**Zoomed window**

Window x 51 to 76, y 32 to 57 µm. Cells in grey, sequential cells in the stronger grey; small squares are vias.
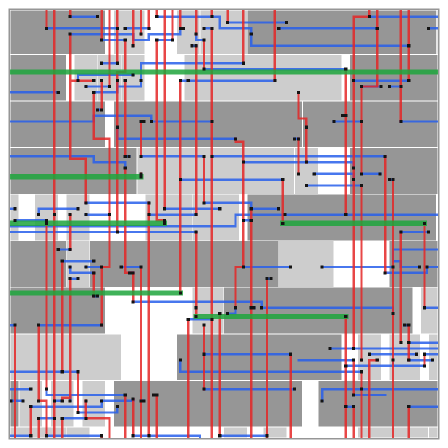
**Placement density heat map**

Scale: 2 px per µm. The die is cut into 13 by 9 equal tiles; black is low, pale yellow is high, 0 to 100% covered.
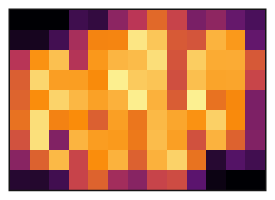
**Clock distribution**

Scale: 4 px per µm.
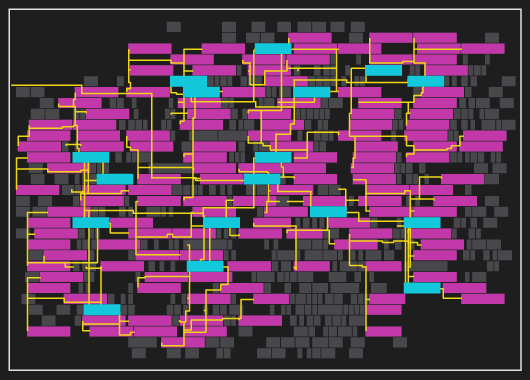
**Cells coloured by class**

Scale: 3 px per µm. Fill, decap, tap and diode cells in grey.
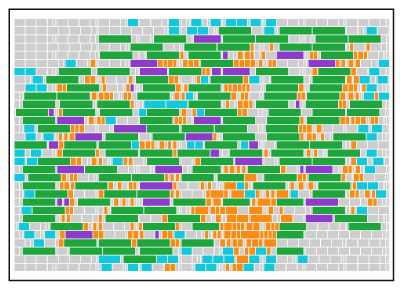
**Clock routing**

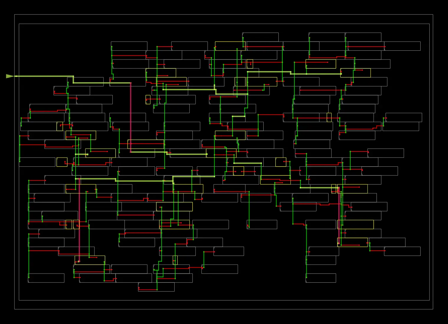
===== config.mk =====
export PLATFORM = sky130hd
export DESIGN_NAME = prim_arb_req_fifo
export DESIGN_NICKNAME = d
export VERILOG_FILES = /design/src/rtl/prim_arb_pkg.sv /design/src/rtl/prim_arb_req_fifo_cnt.sv /design/src/rtl/prim_arb_req_fifo.sv
export SDC_FILE = /design/constraint.sdc
export NUM_CORES = 1
export LEC_CHECK = 0
export ABC_AREA = 1
export CORE_ASPECT_RATIO = 0.7
export CORE_UTILIZATION = 50
export CTS_CLUSTER_DIAMETER = 80
export CTS_CLUSTER_SIZE = 20
export DETAILED_ROUTE_END_ITERATION = 7
export PLACE_DENSITY = 0.75
export SLEW_MARGIN = 20
export SYNTH_ARGS = -nofsm -noshare
export SYNTH_HDL_FRONTEND = slang
export SYNTH_SLANG_ARGS = --single-unit

===== constraint.sdc =====
create_clock -name clk_i -period 3.4 [get_ports clk_i]
set_clock_uncertainty 0.05 [all_clocks]
set_input_delay 0.68 -clock clk_i [delete_from_list [all_inputs] [get_ports clk_i]]
set_output_delay 0.68 -clock clk_i [all_outputs]
set_load 0.01 [all_outputs]

===== src/rtl/prim_arb_pkg.sv =====
// prim_arb_pkg: definitions shared by the arbiter request FIFO and its
// pointer/occupancy sub-module.
//   DefaultDepth - default FIFO entry count
//   ptr_inc()    - advance a pointer by one, wrapping from depth-1 to 0
package prim_arb_pkg;

    localparam int unsigned DefaultDepth = 4;

    // Wraps at an arbitrary depth so that non-power-of-2 FIFOs use every entry.
    function automatic int unsigned ptr_inc(input int unsigned ptr,
                                            input int unsigned depth);
        return (ptr == depth - 32'd1) ? 32'd0 : ptr + 32'd1;
    endfunction

endpackage


===== src/rtl/prim_arb_req_fifo_cnt.sv =====
// prim_arb_req_fifo_cnt: read/write pointers and occupancy counter for
// prim_arb_req_fifo. Flush (clr_i) wins over push and pop.
// Ports:
//   clk_i, rst_ni   - clock, asynchronous active-low reset
//   clr_i           - synchronous flush
//   push_i, pop_i   - qualified push / pop strobes from the FIFO top
//   wr_ptr_o        - next write index
//   rd_ptr_o        - head index
//   depth_o         - number of stored entries (0..Depth)
module prim_arb_req_fifo_cnt
    import prim_arb_pkg::*;
#(
    parameter  int unsigned Depth = DefaultDepth,
    localparam int unsigned PtrW  = $clog2(Depth),
    localparam int unsigned CntW  = $clog2(Depth + 1)
) (
    input  logic            clk_i,
    input  logic            rst_ni,
    input  logic            clr_i,
    input  logic            push_i,
    input  logic            pop_i,
    output logic [PtrW-1:0] wr_ptr_o,
    output logic [PtrW-1:0] rd_ptr_o,
    output logic [CntW-1:0] depth_o
);

    logic [PtrW-1:0] wr_ptr_q;
    logic [PtrW-1:0] rd_ptr_q;
    logic [CntW-1:0] cnt_q;

    always_ff @(posedge clk_i or negedge rst_ni) begin
        if (!rst_ni) begin
            wr_ptr_q <= '0;
            rd_ptr_q <= '0;
            cnt_q    <= '0;
        end else if (clr_i) begin
            wr_ptr_q <= '0;
            rd_ptr_q <= '0;
            cnt_q    <= '0;
        end else begin
            if (push_i) begin
                wr_ptr_q <= PtrW'(ptr_inc(32'(wr_ptr_q), Depth));
            end
            if (pop_i) begin
                rd_ptr_q <= PtrW'(ptr_inc(32'(rd_ptr_q), Depth));
            end
            // Simultaneous push and pop leaves the count unchanged.
            case ({push_i, pop_i})
                2'b10:   cnt_q <= cnt_q + CntW'(1);
                2'b01:   cnt_q <= cnt_q - CntW'(1);
                default: cnt_q <= cnt_q;
            endcase
        end
    end

    assign wr_ptr_o = wr_ptr_q;
    assign rd_ptr_o = rd_ptr_q;
    assign depth_o  = cnt_q;

endmodule


===== src/rtl/prim_arb_req_fifo.sv =====
// prim_arb_req_fifo: request FIFO feeding one port of an arbiter. The head
// entry is presented as req_o/data_o and is popped on gnt_i.
// Optional macro PRIM_ARB_REQ_FIFO_PASSTHRU_EN adds a zero-latency
// fall-through path while the FIFO is empty.
// Parameters: DW (data width), Depth (entries, >= 2)
// Ports:
//   clk_i, rst_ni        - clock, asynchronous active-low reset
//   clr_i                - synchronous flush, overrides push and pop
//   wvalid_i/wready_o    - upstream write handshake, wdata_i write data
//   req_o/data_o         - request and head data to the arbiter
//   gnt_i                - grant from the arbiter
//   depth_o              - current occupancy
//   err_o                - one-cycle pulse after a grant with no request
module prim_arb_req_fifo
    import prim_arb_pkg::*;
#(
    parameter  int unsigned DW    = 32,
    parameter  int unsigned Depth = DefaultDepth,
    localparam int unsigned PtrW  = $clog2(Depth),
    localparam int unsigned CntW  = $clog2(Depth + 1)
) (
    input  logic            clk_i,
    input  logic            rst_ni,
    input  logic            clr_i,
    input  logic            wvalid_i,
    output logic            wready_o,
    input  logic [DW-1:0]   wdata_i,
    output logic            req_o,
    output logic [DW-1:0]   data_o,
    input  logic            gnt_i,
    output logic [CntW-1:0] depth_o,
    output logic            err_o
);

    if (Depth < 2) begin : g_bad_depth
        $error("prim_arb_req_fifo: Depth must be at least 2");
    end

    logic [DW-1:0]   mem_q [Depth];
    logic [PtrW-1:0] wr_ptr;
    logic [PtrW-1:0] rd_ptr;
    logic            empty;
    logic            full;
    logic            bypass;
    logic            push;
    logic            pop;
    logic            err_q;

    assign empty = (depth_o == '0);
    assign full  = (depth_o == CntW'(Depth));

`ifdef PRIM_ARB_REQ_FIFO_PASSTHRU_EN
    // Empty FIFO forwards the incoming word straight to the arbiter.
    assign bypass = empty && wvalid_i && !clr_i;
`else
    assign bypass = 1'b0;
`endif

    // Full is judged on registered occupancy only, so a same-cycle pop
    // never opens the write port.
    assign wready_o = !full && !clr_i;
    assign req_o    = (!empty || bypass) && !clr_i;

    always_comb begin
        data_o = '0;
        if (!empty) begin
            data_o = mem_q[rd_ptr];
        end else if (bypass) begin
            data_o = wdata_i;
        end
    end

    // A granted bypass word is consumed without being stored.
    assign pop  = gnt_i && req_o && !empty;
    assign push = wvalid_i && wready_o && !(bypass && gnt_i);

    always_ff @(posedge clk_i) begin
        if (push) begin
            mem_q[wr_ptr] <= wdata_i;
        end
    end

    always_ff @(posedge clk_i or negedge rst_ni) begin
        if (!rst_ni) begin
            err_q <= 1'b0;
        end else begin
            err_q <= gnt_i && !req_o && !clr_i;
        end
    end

    assign err_o = err_q;

    prim_arb_req_fifo_cnt #(
        .Depth (Depth)
    ) u_cnt (
        .clk_i    (clk_i),
        .rst_ni   (rst_ni),
        .clr_i    (clr_i),
        .push_i   (push),
        .pop_i    (pop),
        .wr_ptr_o (wr_ptr),
        .rd_ptr_o (rd_ptr),
        .depth_o  (depth_o)
    );

endmodule


==> ci_impl_report.md <==
### Metrics collected by this job

| Metric | Value |
|---|---|
| Status | completed |
| Top layer in use | met4 |
| CTS resizes | 0 |
| Final setup TNS | 0 ns |
| Met2 usage | between 30 and 40% |
| Logic share of the area | 18.5% |
| Reg with most FFs | mem_q |
| Global-route wire length before repair | about 18 mm |
| Switching share of power | 30.8% |
| Number of global-route vias before repair | about 3500 |
| CTS tree | built |
| Comb area leader | simple AND/OR/NAND/NOR gates |
| CTS Hold Bufs | 0 |
| Inverter count | 15 |
| Largest type area fraction | 69.7% |
| Largest area contributor in the netlist | edfxtp_1 |
| HP Class | in -> async |
| Pre-antenna DRT Iters | 5 |
| Psw | 1.71 mW |
| Vias per cell | 5.29 |
| Yosys stat area | 0.00552 mm² |
| Routed via count | between 3000 and 4000 |
| Synthesized instance count | 446 |
| Multi-input gates | 272 |
| Placer Congestion | 0.843 |
| Buffering overhead | 12.4% |
| Max reg flops | between 100 and 150 |
| Clock-cell share | ~8.3% |
| Pwr Total | 5.56 mW |
| ANT cells | 0 |
| CTS root buf | clkbuf_16 |
| Req. time, crit path | 2.67 ns |
| Critical R2R Launch | u_cnt.depth_o[0]$_DFFE_PN0P_ |
| Num ports | 75 |
| Htree depth | 4 |
| Peak VDD IR | 0.000416 V |
| Post-Syn Area per Cell | 12.4 µm² |
| Number of DRC markers in iteration 0 | around 350 |
| CP Launch Point | u_cnt.rd_ptr_o[0]$_DFFE_PN0P_ |
| Biggest area cells | edfxtp_1, nor2_1, dfrtp_1 |
| Crit path max fanout | roughly 50 |
| XOR/XNOR Area Share | 0.159% |
| Share of cells above drive strength 1 | around 11% |
| Clock-pin slew on the worst setup and hold paths | ~0.060 ns |
| Worst setup path endpoint | data_o[21] |
| Yosys stat cell total | 446 |
| Final cell count without fillers | 690 |
| Dominant class by area | registers |
| Synth Warn # | 0 |
| Area delta synth->final | 28.0% |
| Fin crit period | 3.20 ns |
| Number of nets still failing antenna checks after routing | 0 |
| Kind of critical path | reg -> out |
| Flop2flop setup slack | 1.32 ns |
| Flops & latches, synth | 136 |
| Dpl cell area | 0.00648 mm² |
| Initial antenna violation count | 0 |
| Logic area | approximately 0.0013 mm² |
| Adder share | 1.50% |
| Total Routing Usage GR | 22.0% |
| Worst path depth | 5 |
| Total congestion overflow | 0 |
| Worst slew pin tran | about 0.57 ns |
| Top Layout Cells | nor2_1, edfxtp_1, clkdlybuf4s50_1 |
| Total tool warning count | 29 |
| Post-DP HPWL | ~7.0 mm |
| Largest net degree at the start of global routing | 51 |
| Clock Path Buffers | 2 |
| Relative slew margins | about 62% |
| Slowest-stage cell, CP | clkdlybuf4s50_1 |
| Avg WL per Cell | 17.1 µm |
| RSZ-0062 raised after global routing | no |
| Top cell excl fill/tap | nor2_1 |
| Compound-cell area share of the yosys netlist | 9.39% |
Notes on 'zoomed window' above:
met3: shown in green. met2: shown in red. met1: shown in blue.
35 logic cells have their middle in the window. Most frequent: nor2_1 (11), edfxtp_1 (11). Sequential cells in the window: 13. Netlist names of flops here include mem_q (11), u_cnt.rd_ptr_o (2).

Notes on 'placement density heat map' above:
The mean over all tiles is 60%. 41% of the tiles are over 75% full. 4.3% of the tiles are nearly empty. The fullest tile reaches 97%. The emptiest ninth of the die: north-west.
Final Util: 66.9%
Core Area: 0.0106 mm²
Init Core Util: 52.3%

Notes on 'clock distribution' above:
cells driving clock nets: shown in cyan, count 17. clock wires: shown in yellow, length 1520 µm. flip-flops: shown in magenta, count 136.
There are 18 routed clock nets.
Latency at later pin: 0.41 ns
clk pwr: 1.81 mW
clock power share: 32.5%

Notes on 'cells coloured by class' above:
all other logic: shown in orange, cells 287. clock drivers and dummy loads: shown in purple, cells 32. flip-flops: shown in green, cells 136. other buffers and delay cells: shown in cyan, cells 87.
Post-Layout Inst Area: 0.00706 mm²
Seq area share: 57.3%
Row Count: 31

Notes on 'clock routing' above:
flop count: 136
clock buf count: 17
Clock Sinks: 136
cts bufs inserted: 17

power groups by stage:
| stage | clock network (mW) | logic [mW] | registers [mW] |
|---|---|---|---|
| global route | 1.90 | 1.89 | 2.03 |
| finish | 1.81 | 1.74 | 2.01 |
| CTS | 1.82 | 1.76 | 2.01 |
| global placement | 0 | 1.72 | 2.04 |
| floorplan | 0 | 0.967 | 2.01 |
| detailed placement | 0 | 1.74 | 2.05 |
Yosys cell counts, drive strengths merged:
library cell / number
dfrtp: 8
a21oi: 34
clkbuf: 8
nor2: 136
edfxtp: 128
nand3: 5
o21a: 1
fa: 1
buf: 15
ha: 5
o21ai: 68
nand3b: 1
xor2: 1
nand2: 20
inv: 15
logic make-up after synthesis:
family / count (synthesis)
compound gates: 103
flops: 136
xor+xnor: 1
buf+inv: 38
simple gates: 162
fa+ha+maj: 6
Power is estimated from default activity; no workload was simulated.
